==> config.mk <==
export PLATFORM = sky130hd
export DESIGN_NAME = fetch_inst_queue
export DESIGN_NICKNAME = d
export VERILOG_FILES = /design/src/rtl/fetch_inst_queue.sv
export SDC_FILE = /design/constraint.sdc
export NUM_CORES = 1
export LEC_CHECK = 0
export CORE_MARGIN = 2
export CORE_UTILIZATION = 49
export CTS_CLUSTER_DIAMETER = 50
export DETAILED_ROUTE_END_ITERATION = 16
export PLACE_DENSITY = 0.77
export SETUP_SLACK_MARGIN = 0.4
export SYNTH_ARGS = -nofsm -noshare
export SYNTH_HDL_FRONTEND = slang
export SYNTH_SLANG_ARGS = --single-unit
==> constraint.sdc <==
create_clock -name clk -period 3.5 [get_ports clk]
set_input_delay 0.7 -clock clk [delete_from_list [all_inputs] [get_ports clk]]
set_output_delay 0.7 -clock clk [all_outputs]
set_load 0.005 [all_outputs]
Fig. 1: routed clock nets over the placement
The bar under the picture is 50 um long.
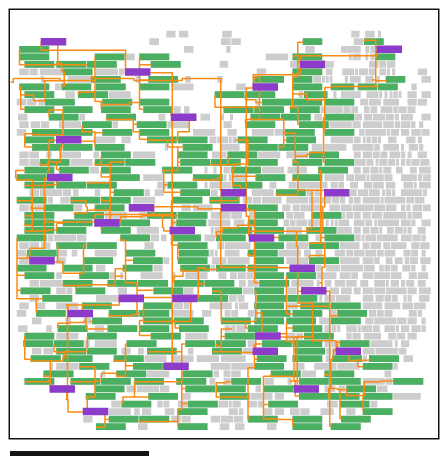
[purple] cells driving clock nets | count: 28
[green] flip-flops | count: 265
[orange] clock wires | length: 2,920 um
flops lie: all over the die
insertion delay to the later sink of the worst-skew pair: 540 ps
power dissipated in the clock network: 2.69 mW

Fig. 2: the clock network
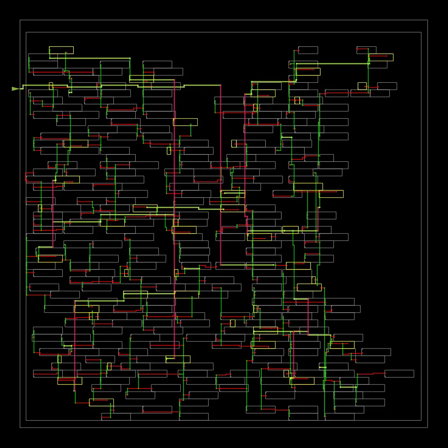
number of CTS-inserted buffers: 28
sequential cell count: 265
clock tree skew after final layout: 12.1 ps
number of sinks handled by clock tree synthesis: 265
clock buffer instance count of the final layout: 35

Fig. 3: placed cells, one colour a class
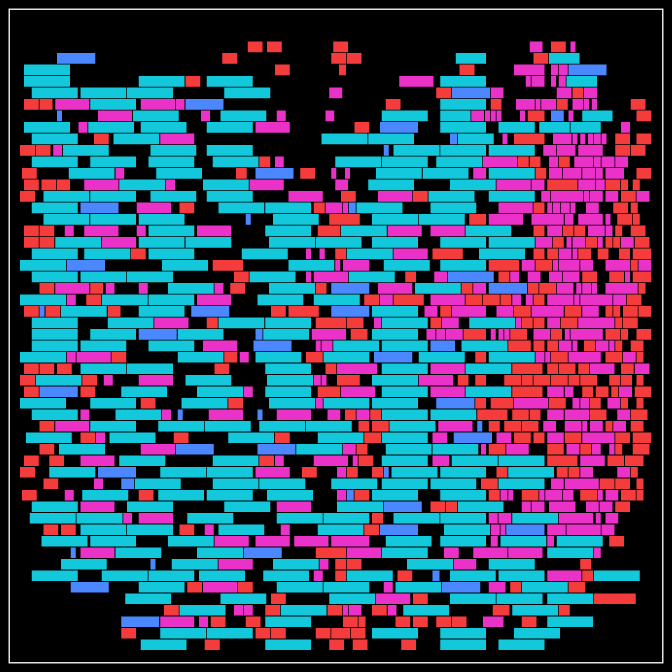
[cyan] flip-flops | cells: 265
[blue] clock drivers and dummy loads | cells: 47
[magenta] all other logic | cells: 306
[red] other buffers and delay cells | cells: 298
sequential share of cell area: 51.3%
Post-Route Utilization: 70.0%
placement row count: 54
area of the core: 22,000 um2
final design instance area without fill: 15,400 um2

Fig. 4: sequential cells coloured by netlist name
Other sequential cells in the stronger grey, the rest of the logic in the fainter grey.
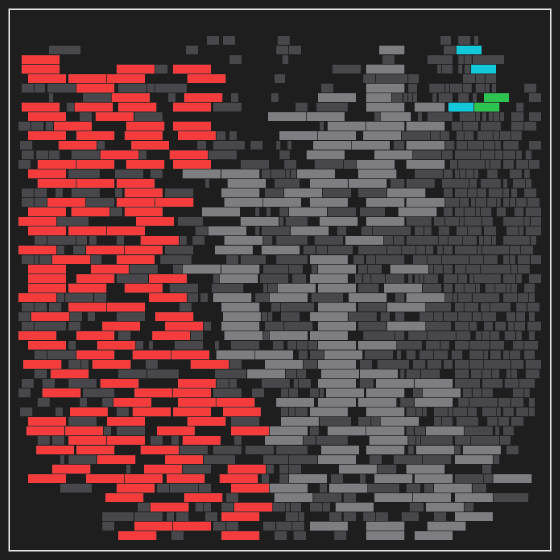
[green] `tail` | sequential cells: 2
[cyan] `count` | sequential cells: 3
[red] `mem_inst` | sequential cells: 128
not coloured: 132
Seq. pwr: 3.56 mW
total area of sequential cells: 7880 um2

Fig. 5: logic cells by family
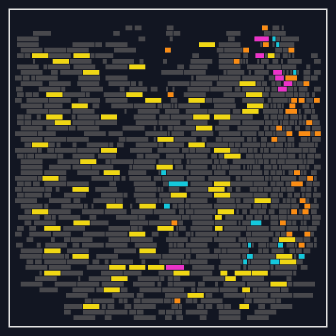
[yellow] multiplexers | cells: 70 | where: all over the die
[orange] XOR/XNOR gates | cells: 33
[cyan] inverting AOI/OAI gates | cells: 13
[magenta] adder and majority cells | cells: 7 | where: upper right
Comb area share: 21.7%
most common cell after layout, fill and taps aside: sky130_fd_sc_hd__edfxtp_1
non-filler instance count after layout: 1,196

==> results.yml <==
# implementation run metrics
route:
  viasPerCell: 5.71
  drt-pass1-iter-count: 4
  routed-via-count: 6833
  initialDrtViolationCount: 480
  detail-route-antenna-nets: 0
setup_path:
  cpLargestDelayFamily: "simple AND/OR/NAND/NOR gates"
  endpoint_kind: "output port"
  r2r_setup_slack_ps: 990
  worstPathMaxFanout: 6
  critical_path.cell_chain: "buf_12, buf_12, buf_6, mux4_2, or2_4, or4_4, buf_6, nor4_4, xor2_1, buf_2"
  critPathKind: "reg -> out"
  crit_path_top_delay_cell: "sky130_fd_sc_hd__or4_4"
  crit_buf_inv: 5
  reg2reg_depth: 10
  worstPathArrival_ps: 3190
  path_depth: 10
final_layout:
  antenna-diode-count: 0
  fillerInstances: 1344
  lay_top_cells: "sky130_fd_sc_hd__edfxtp_1 (256), sky130_fd_sc_hd__clkdlybuf4s50_1 (122), sky130_fd_sc_hd__buf_4 (72)"
  nNetsFinal: 975
  post_route_cells_drive_above_1_share_pct: 37.7
final_timing:
  tightest_slew_ps: 567
  max-slew-margin-rel_pct: 62.1
  slew_violations: 0
  whs_ps: 518
  grt_setup_unrepaired: "yes"
  postLayoutSetupSlackWorst_ps: -389
  setup_viol: 15
grt:
  first_pass_grt_wire_length_um: 40200
  antenna_found_initial: 3
  global_route.usage.total_pct: 22.1
  grt_max_degree: 65
yosys:
  synth-simple-area-share_pct: 8.60
  post_synth_mux_area_share_pct: 13.7
  synth_top_flop_cell: "sky130_fd_sc_hd__edfxtp_1"
  synthesis.yosys.warnings: 0
  post_synth_fa_ha_maj_area_fraction_pct: 0.860
  synth.net_count: 677
  top_cell_area_share_pct: 69.5
  top_cell: "sky130_fd_sc_hd__edfxtp_1"
  synth.distinct_cells: 46
  top_cells_by_count: "sky130_fd_sc_hd__edfxtp_1 (256), sky130_fd_sc_hd__mux4_2 (58), sky130_fd_sc_hd__and2_1 (56), sky130_fd_sc_hd__nand2_1 (30), sky130_fd_sc_hd__nor2_1 (24)"
  postSynthCellCount: 601
  synth-async-reset-ratio_pct: 0
  post_synth_main_area_contributors: "sky130_fd_sc_hd__edfxtp_1 (70%), sky130_fd_sc_hd__mux4_2 (12%), sky130_fd_sc_hd__and2_1 (3.2%)"
  top_area_cell: "sky130_fd_sc_hd__edfxtp_1"
power:
  total_power_mw: 6.94
  switchingPower_mw: 1.49
  comb_power_mw: 0.698
  vdd_drop_max_uv: 395
  p_leak_nw: 5.58
  power.sequential.fraction_pct: 51.3
  internal_power_mw: 5.45
  maxPowerGroup: "registers"
  power_per_cell_area_nw_per_um2: 452
clocking:
  clock_tree_from_tritoncts: "built"
  clk_root_buffer_cell: "sky130_fd_sc_hd__clkbuf_16"
  clock_tree_buffer_depth: 3
  holdBufCountCts: 0
  clock_tree.htree_level_count: 1
  cts_setup_buffers: 51
floorplan:
  dieHeight_um: 154
  die_w_um: 154
  dieArea_um2: 23800
  io_pins: 170
  floorplan.core_util_pct: 50.4
min_path:
  min_path_cells: 2
outcome:
  run_status: "finished, violations left"
  failed_checks: "setup timing"
job:
  cap_viol_max_count: 0
  log.warning_count: 32
place:
  placed_area_um2: 13300
  gp_routability_congestion: 0.879
## per-layer routing
layer,part of all wire (%),vias to the layer above,wire length [um],GRT usage (%)
li1,-,2938,-,-
met1,39,3494,10900,27.8
met2,50,326,14200,38.2
met3,7.5,71,2120,5.46
met4,3.4,4,945,6.99
met5,0.089,-,25,0
## stage by stage
| stage | TNS [ps] | cells |
|---|---|---|
| global placement | 0 | 1059 |
| global route | -4100 | 1196 |
| floorplan | 0 | 601 |
| finish | -2690 | 1196 |
| detailed placement | -130 | 1059 |
| CTS | -2670 | 1158 |
## layout make-up
type	count	area (um2)	area share [%]
multi-input cells	290	3340	21.7
flip-flops and latches	265	7880	51.3
clock buffers	35	727	4.73
inverters	16	62.6	0.407
well taps	280	350	2.28
clock inverters	12	100	0.652
repair buffers	298	2910	18.9
Power and IR drop assume default switching activity.
